## src/rtl/am_seq_pkg.sv

```systemverilog
// am_seq_pkg
// Shared definitions for the AM29xx machine-cycle phase sequencer:
// FSM state encoding, phase index width and completed-cycle counter width.
package am_seq_pkg;

   localparam int PHASE_W = 3;
   localparam int CNT_W   = 8;

   typedef enum logic [1:0] {
      IDLE = 2'd0,
      RUN  = 2'd1,
      WAIT = 2'd2
   } seq_state_e;

endpackage

```

## src/rtl/am_phase_ctr.sv

```systemverilog
// am_phase_ctr
// Small loadable up-counter used to hold the phase index driven to the
// decoder select lines. Priority: rst/clr, load, increment, hold.
// Ports:
//   clk   in  clock
//   rst   in  synchronous active-high reset (clears q)
//   clr   in  synchronous clear to zero
//   load  in  load q from d
//   d     in  load value
//   inc   in  increment q by one (wraps at 2**PHASE_W)
//   q     out current count
module am_phase_ctr
   import am_seq_pkg::*;
(
   input  logic               clk,
   input  logic               rst,
   input  logic               clr,
   input  logic               load,
   input  logic [PHASE_W-1:0] d,
   input  logic               inc,
   output logic [PHASE_W-1:0] q
);

   always_ff @(posedge clk) begin
      if (rst || clr) begin
         q <= '0;
      end else if (load) begin
         q <= d;
      end else if (inc) begin
         q <= q + PHASE_W'(1);
      end
   end

endmodule

```

## src/rtl/am_phase_sequencer.sv

```systemverilog
// am_phase_sequencer
// Machine-cycle phase sequencer. Drives the select/enable inputs of a
// 3-to-8 decoder so its active-low outputs form one-hot phase strobes.
// Supports free-running, single-step and ready-stretched cycles; a halt
// (run dropped) always lets the current cycle finish through LAST_PHASE.
//
// state | meaning
// IDLE  | no cycle in progress, decoder disabled, waiting for run/step
// RUN   | stepping through phases 0..LAST_PHASE
// WAIT  | stalled at WAIT_PHASE until ready goes high
//
// Ports:
//   clk        in  rising-edge clock
//   rst        in  synchronous active-high reset, highest priority
//   run        in  level request for back-to-back cycles
//   step       in  single-cycle request, sampled only in IDLE
//   ready      in  memory/IO ready, sampled only at WAIT_PHASE
//   sel        out phase index {c,b,a} to the decoder
//   g1         out decoder enable, active high
//   g2a_       out decoder enable, active low
//   g2b_       out decoder enable, active low
//   busy       out a cycle is in progress
//   cycle_end  out high in the clock where LAST_PHASE is left
//   cycle_cnt  out completed-cycle count, wraps
module am_phase_sequencer
   import am_seq_pkg::*;
#(
   parameter int LAST_PHASE = 7,
   parameter int WAIT_PHASE = 3
) (
   input  logic               clk,
   input  logic               rst,
   input  logic               run,
   input  logic               step,
   input  logic               ready,
   output logic [PHASE_W-1:0] sel,
   output logic               g1,
   output logic               g2a_,
   output logic               g2b_,
   output logic               busy,
   output logic               cycle_end,
   output logic [CNT_W-1:0]   cycle_cnt
);

   localparam logic [PHASE_W-1:0] LAST_P = PHASE_W'(LAST_PHASE);
   localparam logic [PHASE_W-1:0] WAIT_P = PHASE_W'(WAIT_PHASE);

   seq_state_e state;
   logic       single;
   logic       stall;
   logic       at_last;
   logic       end_adv;
   logic       ctr_clr;
   logic       ctr_inc;

   am_phase_ctr u_phase_ctr (
      .clk  (clk),
      .rst  (rst),
      .clr  (ctr_clr),
      .load (1'b0),
      .d    ('0),
      .inc  (ctr_inc),
      .q    (sel)
   );

   // A stall covers both entering WAIT from RUN and remaining in WAIT; in
   // WAIT, sel always equals WAIT_PHASE so the same compare applies.
   always_comb begin
      stall   = (state != IDLE) && (sel == WAIT_P) && !ready;
      at_last = (sel == LAST_P);
      end_adv = (state != IDLE) && at_last && !stall;
      ctr_clr = 1'b0;
      ctr_inc = 1'b0;
      case (state)
         IDLE: ctr_clr = run | step;
         default: begin
            if (!stall) begin
               if (at_last) ctr_clr = 1'b1;
               else         ctr_inc = 1'b1;
            end
         end
      endcase
      // Reset wins, so a cycle cut short by rst never shows a completion.
      cycle_end = end_adv && !rst;
   end

   always_ff @(posedge clk) begin
      if (rst) begin
         state     <= IDLE;
         single    <= 1'b0;
         g1        <= 1'b0;
         g2a_      <= 1'b1;
         g2b_      <= 1'b1;
         busy      <= 1'b0;
         cycle_cnt <= '0;
      end else begin
         case (state)
            IDLE: begin
               if (run || step) begin
                  state  <= RUN;
                  single <= !run;
                  g1     <= 1'b1;
                  g2a_   <= 1'b0;
                  g2b_   <= 1'b0;
                  busy   <= 1'b1;
               end
            end
            RUN, WAIT: begin
               if (stall) begin
                  state <= WAIT;
               end else if (!at_last) begin
                  state <= RUN;
               end else begin
                  cycle_cnt <= cycle_cnt + CNT_W'(1);
                  // A single-step cycle never chains, even if run rose meanwhile.
                  if (run && !single) begin
                     state <= RUN;
                  end else begin
                     state <= IDLE;
                     g1    <= 1'b0;
                     g2a_  <= 1'b1;
                     g2b_  <= 1'b1;
                     busy  <= 1'b0;
                  end
               end
            end
            default: begin
               state <= IDLE;
               g1    <= 1'b0;
               g2a_  <= 1'b1;
               g2b_  <= 1'b1;
               busy  <= 1'b0;
            end
         endcase
      end
   end

endmodule
```

## config.mk

```make
export PLATFORM = sky130hd
export DESIGN_NAME = am_phase_sequencer
export DESIGN_NICKNAME = d
export VERILOG_FILES = /design/src/rtl/am_seq_pkg.sv /design/src/rtl/am_phase_ctr.sv /design/src/rtl/am_phase_sequencer.sv
export SDC_FILE = /design/constraint.sdc
export NUM_CORES = 1
export LEC_CHECK = 0
export ABC_AREA = 1
export CORE_MARGIN = 2
export CORE_UTILIZATION = 47
export DETAILED_ROUTE_END_ITERATION = 10
export PLACE_DENSITY = 0.76
export SLEW_MARGIN = 20
export SYNTH_ARGS = -nofsm -noshare
export SYNTH_HDL_FRONTEND = slang
export SYNTH_SLANG_ARGS = --single-unit
export TNS_END_PERCENT = 1
```

## constraint.sdc

```tcl
create_clock -name clk -period 1.9 [get_ports clk]
set_input_delay 0.19 -clock clk [delete_from_list [all_inputs] [get_ports clk]]
set_output_delay 0.19 -clock clk [all_outputs]
set_load 0.02 [all_outputs]
```

==> impl_metrics.json <==
{
  "crit_top_cell": "ha_1",
  "via_per_inst": 4.90,
  "gr-total-overflow": 0,
  "cts_buffer_depth": 2,
  "io_buffers": 20,
  "clock_sinks": 16,
  "power_frac_clock_pct": 33.7,
  "timing.slew.headroom_pct": 73.9,
  "clock.fmax_mhz": 566,
  "clkSlewWorstSetupHoldPaths_ps": 100,
  "rsz0062_at_grt": "false",
  "ctsHoldBuffers": 0,
  "crit_buf_inv": 1,
  "ff_type": "dfxtp_1",
  "cts_resized": 3,
  "warning_count": 28,
  "synth.area.top_cells": "dfxtp_1 (37%), nand2_1 (10%), ha_1 (8.6%), inv_1 (6.5%), a21oi_1 (6.3%)",
  "path_cells": "ha_1, ha_1, a21oi_2, nand2_1, nor2_1, buf_2",
  "max_stage_delay_ps": 330,
  "cts_root_buf": "clkbuf_4",
  "cts_tree": "built",
  "dp_slack_ps": 26.8,
  "critPathLaunchType": "flop",
  "power.share.switching_pct": 26.7,
  "antenna_found_initial": 0,
  "ys_cells": 120,
  "critical-path-top-delay-family": "adder cells",
  "diodes": 0,
  "synthesis.nets": 131,
  "drt_pre_antenna_iters": 4,
  "top_area_cell": "dfxtp_1",
  "maxSlewViolCount": 0,
  "yosysUniqueCellTypes": 24,
  "hold_viol_final": 0,
  "seqPwrFrac_pct": 50.3,
  "cts_buffers": 3,
  "top_cell_area_share_pct": 36.7,
  "switching_power_uw": 187,
  "avgRoutedWirePerCell_um": 10.6,
  "layout-drive-gt1-share_pct": 14.5,
  "syn_to_final_growth_pct": 31.0,
  "cp.required_ps": 1710,
  "cts_setup_buffers": 0,
  "gp_congestion": 0.857,
  "die_x_um": 47.1,
  "status": "finished, final reports clean",
  "hp-class": "flop to flop",
  "ctsHtreeMaxLevel": 1,
  "grt_max_degree": 10,
  "crit_fanout": 3,
  "synthArstFlopShare_pct": 0,
  "clock_latency_ps": 300,
  "ys_area_sq_um": 872,
  "p_int_uw": 514,
  "drtAntennaViolNets": 0,
  "die_h_um": 47.1,
  "yosysWarnings": 0,
  "p_per_area_nw_per_um2": 614,
  "avgSynthCellArea_sq_um": 7.27,
  "slowest_stage": "dfxtp_1",
  "crit_type": "flop to output port",
  "totalNegativeSetupSlack_ps": 0,
  "finalSetupViolCount": 0
}
## path summary, 6_finish.rpt
kind / from / to / slack, ps / depth (start not counted)
hold / removal: single / single / 470 / 2
hold reg to reg: single / single / 470 / 2
setup / recovery: u_phase_ctr.q[0] / cycle_end / 130 / 6
setup reg to reg: u_phase_ctr.q[0] / u_phase_ctr.q[2] / 370 / 7
## cells in the mapped netlist, types with 3 or more instances
cell / number
inv_1: 15
o21ai_0: 3
dfxtp_1: 16
nand2_1: 24
nand2_2: 5
nor2_1: 11
a21oi_1: 11
nand3_1: 7
ha_1: 6
## cell usage in the layout (no fill, tap or decap), types with 3 or more instances in the layout
cell,n
clkdlybuf4s50_1,19
buf_4,3
nor2_1,11
nand3_1,7
inv_1,15
clkbuf_4,3
nand2_1,24
nand2_2,5
o21ai_0,3
ha_1,6
a21oi_1,11
dfxtp_1,16
## state kept, by name, summed over array words and instances, names as in the netlist
register and flops:
cycle_cnt 8, u_phase_ctr.q 3, state 2, busy 1, g2b_ 1, single 1
## worst register-to-register path: stages (launching register included)
cell and delay (ps):
dfxtp_1 330, ha_1 220, ha_1 230, a21oi_2 180, buf_4 130, nand2_2 70
or2_0 200, a21oi_1 110
## power by group through the flow
| stage | Sequential (uW) | Combinational (uW) | Clock, uW |
|---|---|---|---|
| floorplan | 368 | 60.1 | 0 |
| finish | 353 | 113 | 236 |
| detailed placement | 361 | 112 | 0 |
| global route | 354 | 126 | 250 |
| CTS | 353 | 113 | 241 |
| global placement | 360 | 111 | 0 |
## metrics by stage
stage                     hold WS [ps]  total power (uW)  instances  instance area [sq um]  utilization [%]
final                              471               702        170                   1140             66.2
after global routing               498               729        170                   1140             66.2
after CTS                          472               706        170                   1150             66.5
after detailed placement           456               473        166                   1110             64.3
after global placement             442               471        166                   1110             64.3
after floorplan                    259               428        120                    872                -
## layout make-up
type | instances | area [sq um]
Inverter | 18 | 70.1
Timing Repair Buffer | 23 | 218
Clock buffer | 4 | 36.3
Tap cell | 25 | 31.3
Sequential cell | 16 | 320
Multi-Input combinational cell | 84 | 467
Fill cell | 166 | 584
## per-layer routing
layer / up-vias / wire, um / GRT usage, % / share of wire, %
li1: 434 / - / - / -
met1: 380 / 887 / 23.5 / 49
met2: 14 / 814 / 29.9 / 45
met3: 5 / 54 / 2.31 / 3.0
met4: 0 / 39 / 10.0 / 2.2
met5: - / 0 / 0 / 0
## cells by family (layout without fill, tap and decap cells)
logic type               count (synthesis)  in the layout  synth area share [%]
AND-OR/OR-AND                           18             18                  10.9
XOR/XNOR                                 2              2                  2.01
flip-flops                              16             16                  36.7
AND/OR/NAND/NOR                         58             58                  32.0
buffers and inverters                   20             45                  9.76
adder cells (fa/ha/maj)                  6              6                  8.61
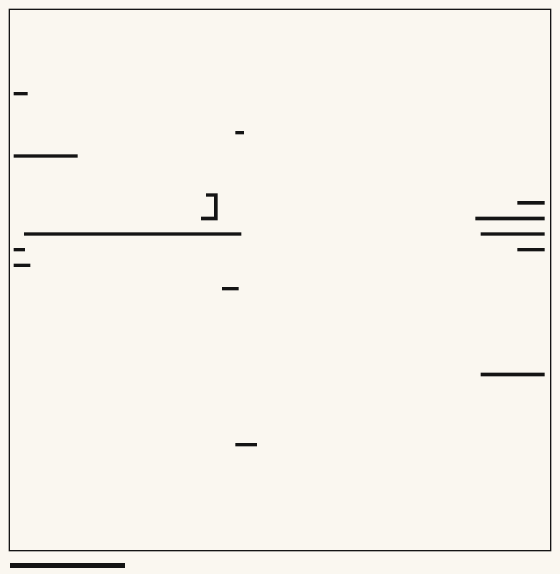
*M3 wires*
The bar under the picture is 10 um long.
nets with wire on the layer: 11
longest straight run: 18.6 um
wire length on this layer: 54.0 um
share of all routed wire: 3.0%
main direction: horizontal
met3 Track Usage GR: 2.31%
routed wire length: 1800 um
total number of vias: 833

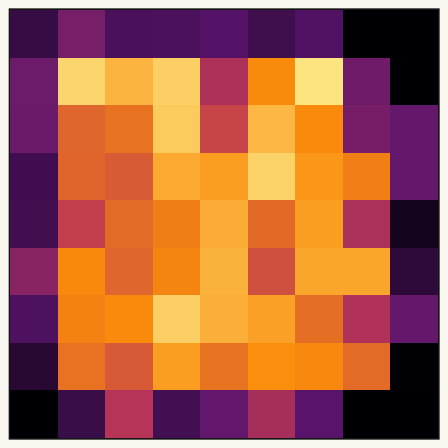
*Cell area per tile*
9 x 9 tiles, from black (low) to pale yellow (high), 0 to 100% covered.
tiles over 75% full: 25%
mean over tiles: 50%
fullest tile: 94%
densest ninth of the die: centre
nearly empty tiles: 8.6%
Pre-Place Util: 50.5%
core box area: 1730 sq um
utilization after layout: 66.2%

Power and IR drop assume default switching activity.
